**config.mk**
```make
export PLATFORM = sky130hd
export DESIGN_NAME = mult_rr_sched
export DESIGN_NICKNAME = d
export VERILOG_FILES = /design/src/rtl/mult_sched_pkg.sv /design/src/rtl/mult_rr_sched_rr_pick.sv /design/src/rtl/mult_rr_sched.sv
export SDC_FILE = /design/constraint.sdc
export NUM_CORES = 1
export LEC_CHECK = 0
export CAP_MARGIN = 10
export CORE_MARGIN = 2
export CORE_UTILIZATION = 30
export CTS_CLUSTER_SIZE = 20
export DETAILED_ROUTE_END_ITERATION = 10
export GPL_TIMING_DRIVEN = 1
export PLACE_DENSITY_LB_ADDON = 0.08
export SLEW_MARGIN = 30
export SYNTH_ARGS = -nofsm -noshare
export SYNTH_HDL_FRONTEND = slang
export SYNTH_SLANG_ARGS = --single-unit
export TNS_END_PERCENT = 10
```
**constraint.sdc**
```tcl
create_clock -name clk -period 7.3 [get_ports clk]
set_clock_uncertainty 0.1 [all_clocks]
set_input_delay 1.095 -clock clk [delete_from_list [all_inputs] [get_ports clk]]
set_output_delay 1.095 -clock clk [all_outputs]
set_load 0.02 [all_outputs]
```
**src/rtl/mult_sched_pkg.sv**
```systemverilog
// mult_sched_pkg: shared types and defaults for the multiplier scheduler.
// Holds the FSM state encoding, default sizes and timeout counter width.
package mult_sched_pkg;

    typedef enum logic [2:0] {
        S_IDLE  = 3'd0,
        S_ISSUE = 3'd1,
        S_ARM   = 3'd2,
        S_WAIT  = 3'd3,
        S_RESP  = 3'd4
    } state_t;

    localparam int DEF_NREQ  = 4;
    localparam int DEF_WIDTH = 4;
    localparam int TOCNT_W   = 8;

endpackage

```
**src/rtl/mult_rr_sched_rr_pick.sv**
```systemverilog
// rr_pick: combinational round-robin arbiter.
// Rotates the request vector past the last grant, then priority-encodes.
module rr_pick
    import mult_sched_pkg::*;
#(
    parameter int NREQ = DEF_NREQ
) (
    input  logic [NREQ-1:0]         req,
    input  logic [$clog2(NREQ)-1:0] last,
    output logic [NREQ-1:0]         grant,
    output logic [$clog2(NREQ)-1:0] idx,
    output logic                    any_valid
);

    localparam int IDW = $clog2(NREQ);
    localparam int OW  = IDW + 1;

    logic [2*NREQ-1:0] dbl;
    logic [NREQ-1:0]   rot;
    logic [OW-1:0]     start;
    logic [OW-1:0]     off;
    logic [OW-1:0]     sum;

    always_comb begin
        any_valid = |req;
        start = (last >= IDW'(NREQ - 1)) ? '0 : OW'(last) + OW'(1);
        dbl = {req, req} >> start;
        rot = dbl[NREQ-1:0];
        off = '0;
        // Lowest set bit of the rotated vector is the nearest requester
        for (int i = NREQ - 1; i >= 0; i--) begin
            if (rot[i]) off = OW'(i);
        end
        sum = start + off;
        if (sum >= OW'(NREQ)) sum = sum - OW'(NREQ);
        idx = sum[IDW-1:0];
        grant = any_valid ? (NREQ'(1) << idx) : '0;
    end

endmodule

```
**src/rtl/mult_rr_sched.sv**
```systemverilog
// mult_rr_sched: round-robin front end sharing one sequential multiplier.
// Define MULT_TIMEOUT_EN to add the WAIT abort counter and resp_err.
module mult_rr_sched
    import mult_sched_pkg::*;
#(
    parameter int NREQ           = DEF_NREQ,
    parameter int WIDTH          = DEF_WIDTH,
    parameter int TIMEOUT_CYCLES = 64,
    localparam int IDW           = $clog2(NREQ)
) (
    input  logic                  clk,
    input  logic                  rst,
    input  logic [NREQ-1:0]       req_valid,
    input  logic [NREQ*WIDTH-1:0] req_a,
    input  logic [NREQ*WIDTH-1:0] req_b,
    output logic [NREQ-1:0]       req_ready,
    output logic                  resp_valid,
    output logic [IDW-1:0]        resp_id,
    output logic [2*WIDTH-1:0]    resp_product,
`ifdef MULT_TIMEOUT_EN
    output logic                  resp_err,
`endif
    output logic                  mul_start,
    output logic [WIDTH-1:0]      mul_a,
    output logic [WIDTH-1:0]      mul_b,
    input  logic [2*WIDTH-1:0]    mul_product,
    input  logic                  mul_done
);

    if (NREQ < 2 || NREQ > 8) begin : g_bad_nreq
        $error("mult_rr_sched: NREQ must be 2..8");
    end
    if (TIMEOUT_CYCLES < 1 || TIMEOUT_CYCLES > 256) begin : g_bad_to
        $error("mult_rr_sched: TIMEOUT_CYCLES must be 1..256");
    end

    state_t           state;
    logic [IDW-1:0]   last;
    logic [IDW-1:0]   id;
    logic [NREQ-1:0]  grant;
    logic [IDW-1:0]   gidx;
    logic             any_valid;
    logic [WIDTH-1:0] a_sl [NREQ];
    logic [WIDTH-1:0] b_sl [NREQ];

    for (genvar i = 0; i < NREQ; i++) begin : g_slice
        assign a_sl[i] = req_a[i*WIDTH +: WIDTH];
        assign b_sl[i] = req_b[i*WIDTH +: WIDTH];
    end

    rr_pick #(
        .NREQ(NREQ)
    ) u_pick (
        .req       (req_valid),
        .last      (last),
        .grant     (grant),
        .idx       (gidx),
        .any_valid (any_valid)
    );

    assign req_ready = (state == S_IDLE && !rst) ? grant : '0;

`ifdef MULT_TIMEOUT_EN
    logic [TOCNT_W-1:0] cnt;
`endif

    always_ff @(posedge clk) begin
        if (rst) begin
            state        <= S_IDLE;
            last         <= IDW'(NREQ - 1);
            id           <= '0;
            resp_valid   <= 1'b0;
            resp_id      <= '0;
            resp_product <= '0;
            mul_start    <= 1'b0;
            mul_a        <= '0;
            mul_b        <= '0;
`ifdef MULT_TIMEOUT_EN
            resp_err     <= 1'b0;
            cnt          <= '0;
`endif
        end else begin
            mul_start  <= 1'b0;
            resp_valid <= 1'b0;
`ifdef MULT_TIMEOUT_EN
            resp_err   <= 1'b0;
`endif
            unique case (state)
                S_IDLE: begin
                    if (any_valid) begin
                        mul_a     <= a_sl[gidx];
                        mul_b     <= b_sl[gidx];
                        id        <= gidx;
                        last      <= gidx;
                        mul_start <= 1'b1;
                        state     <= S_ISSUE;
                    end
                end
                S_ISSUE: state <= S_ARM;
                // Done may still be high from the previous operation here
                S_ARM: begin
`ifdef MULT_TIMEOUT_EN
                    cnt   <= '0;
`endif
                    state <= S_WAIT;
                end
                S_WAIT: begin
                    if (mul_done) begin
                        resp_product <= mul_product;
                        resp_id      <= id;
                        resp_valid   <= 1'b1;
                        state        <= S_RESP;
                    end
`ifdef MULT_TIMEOUT_EN
                    else if (cnt == TOCNT_W'(TIMEOUT_CYCLES - 1)) begin
                        resp_product <= '0;
                        resp_id      <= id;
                        resp_valid   <= 1'b1;
                        resp_err     <= 1'b1;
                        state        <= S_RESP;
                    end else begin
                        cnt <= cnt + TOCNT_W'(1);
                    end
`endif
                end
                S_RESP: state <= S_IDLE;
                default: state <= S_IDLE;
            endcase
        end
    end

endmodule

```
==> run_1/sizing.png <==
Drawn at 6 px/um.
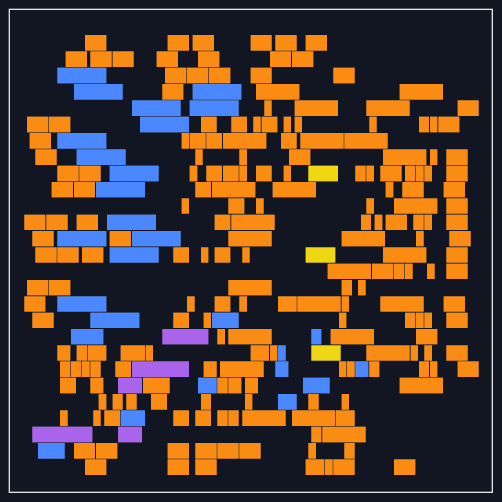
| color | size | cells | share |
|---|---|---|---|
| orange | x1 and smaller | 205 | 85% |
| purple | x3 and x4 | 5 | 2.1% |
| yellow | x6 and larger | 3 | 1.3% |
| blue | x2 | 27 | 11% |
cell area after layout: 2500 um2
worst-case setup margin in the final layout: 2.08 ns
Layout area overhead: 43.4%
Signal buffers: 70

==> run_1/m2.png <==
Drawn at 4 px/um.
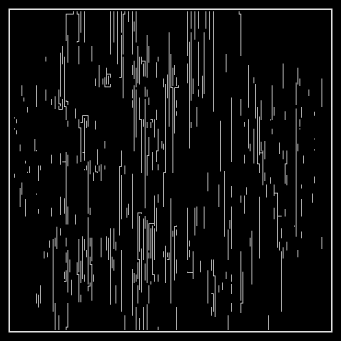
wire length on this layer: 1860 um
longest straight run: 32.0 um
share of all routed wire: 44%
nets with wire on the layer: 230
main direction: vertical

==> run summary, run 1 <==
run results: Top pwr grp=combinational cells, CP Depth=10, Synthesized Nets=228, floorplan utilization=0.313, Dominant combinational family=AND-OR/OR-AND gates, Fin. Hold Viols=0, drt total wl=4230 um, overall power=0.519 mW, postcts setup bufs=0, most frequent CP cell=a21oi_1, DR vias/cell=4.97, CP Class=in2out, met2 global-route usage=0.198, hold slack=0.357 ns, most frequent cell after synthesis=nand2_1, drt pass-1 iters=4, Reg-to-Reg End=mul_a[1]$_SDFFE_PP0P_, switching share of total power=0.344, number of logic gates=134, crit end category=output pin, layout cell share with drive strength beyond 1=0.146, Inverters=5, multi-input combinational area share=0.442, clock buffers=3, die y size=80.3 um, AND/OR/NAND/NOR Cells, Area Fraction=0.185, Clock Power Share=0.160, logic area=1110 um2, hold worst-path end=resp_id[0]$_SDFFE_PP0P_, # diodes=0, uppermost layer routed=met4, Startpoint Class=input pin, sequential cell area=541 um2, Worst Tran Pin Value=0.746 ns, Clock transition at path regs=0.09 ns, WL met2=1860 um, final setup TNS=0 ns, Yosys Chip Area=1750 um2, count of cells resized by post-cts repair=0, status=finished, final reports clean, Final HPWL DP=3320 um
==> run_1/ff_map.png <==
Drawn at 4 px/um.
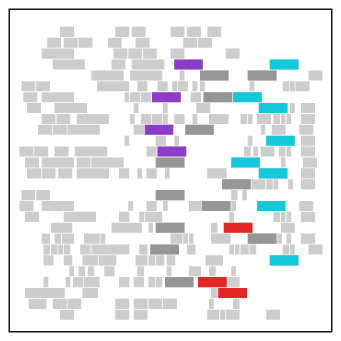
| color | signal | sequential cells |
|---|---|---|
| cyan | resp_product | 8 |
| red | state | 3 |
| purple | mul_a | 4 |
not colored: 12
Util after Layout: 0.449
sequential power: 0.180 mW

[run 1: tightest hold or removal path: stages, from the launching register on]
cell and delay, ns:
dfxtp_1 0.32, nand2_1 0.05, a21oi_1 0.05
[run 1: stage by stage]
step | setup WS, ns | utilization | area [um2] | std cells
2_1_floorplan | 3.22 | - | 1750 | 179
3_3_place_gp | 1.87 | 0.440 | 2450 | 308
3_5_place_dp | 1.82 | 0.440 | 2450 | 308
4_1_cts | 1.81 | 0.449 | 2500 | 312
5_1_grt | 1.83 | 0.449 | 2500 | 312
6_report | 2.08 | 0.449 | 2500 | 312
[run 1: sequential cells by signal, indices dropped and copies added (netlist names)]
name and count:
resp_valid 1, mul_b 4, state 3, id 2
mul_a 4, resp_id 2, last 2, resp_product 8
mul_start 1
==> run 2, diff against run 1 <==
clock period = 4.3 ns   (was 7.3 ns; I/O delays follow)
==> run_2/closeup.png <==
Window x 28 to 53, y 28 to 53 um. Cells in gray, sequential cells in the stronger gray; small squares are vias.
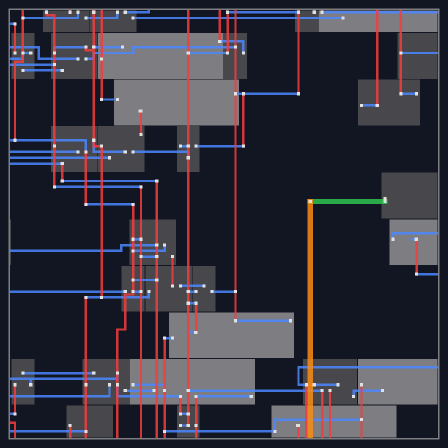
| color | layer |
|---|---|
| red | M2 |
| blue | M1 |
| green | M3 |
| orange | M4 |
cells with their middle in the window: 23
netlist names of flops here include: mul_a (2), mul_b (2)
sequential cells in the window: 6
most frequent: nand2_1 (7), o211ai_1 (6), dfxtp_1 (6)

==> run 2 against run 1 <==
Global-route usage up 0.11 points. Hold slack about the same. Largest power group unchanged. Highest routed layer unchanged. Core utilization up 0.76 points.
==> run summary, run 2 <==
run results: count of cells resized by post-cts repair=0 (unchanged), hold slack=0.357 ns (-0.000398 ns), layout cell share with drive strength beyond 1=0.163 (+0.0168), placed cells=314 (+1.9%), Top Registers=resp_product (8), mul_a (4), mul_b (4), CP Class=in2out, floorplan utilization=0.313 (unchanged), # diodes=0 (unchanged), Dominant combinational family=AND-OR/OR-AND gates, CP Depth=10 (unchanged), DR vias/cell=4.95 (-0.43%), Startpoint Class=input pin, Layout area overhead=45.9%, Final HPWL DP=3390 um (+2.1%), Clock transition at path regs=0.09 ns (about the same), Synthesized Nets=228 (unchanged), WL met2=1870 um (+0.75%), cell area after layout=2550 um2 (+1.7%), uppermost layer routed=met4, final setup TNS=0 ns (unchanged), drt pass-1 iters=4 (unchanged), status=finished, final reports clean, most frequent cell after synthesis=nand2_1, AND/OR/NAND/NOR Cells, Area Fraction=0.185 (unchanged), max FFs per register=8 (unchanged)
[run 2: cell types whose count changed in the layout (fill, tap and decap cells not counted), sizes merged]
cell and delta:
buf +6
[run 2: layout make-up]
cell class              count  area [um2]
fillers                   534        3030
multi-input cells         134        1100
repair buffers             76         746
flip-flops and latches     27         541
well taps                  72        90.1
clock buffers               3        41.3
inverters                   5        18.8
clock inverters             1        5.00
[run 2: power breakdown]
part / switching (mW) / internal (mW) / total, mW
clock: 0.0731 / 0.0647 / 0.138
sequential: 0.0224 / 0.283 / 0.305
combinational: 0.207 / 0.237 / 0.445
Power and IR drop assume default switching activity.
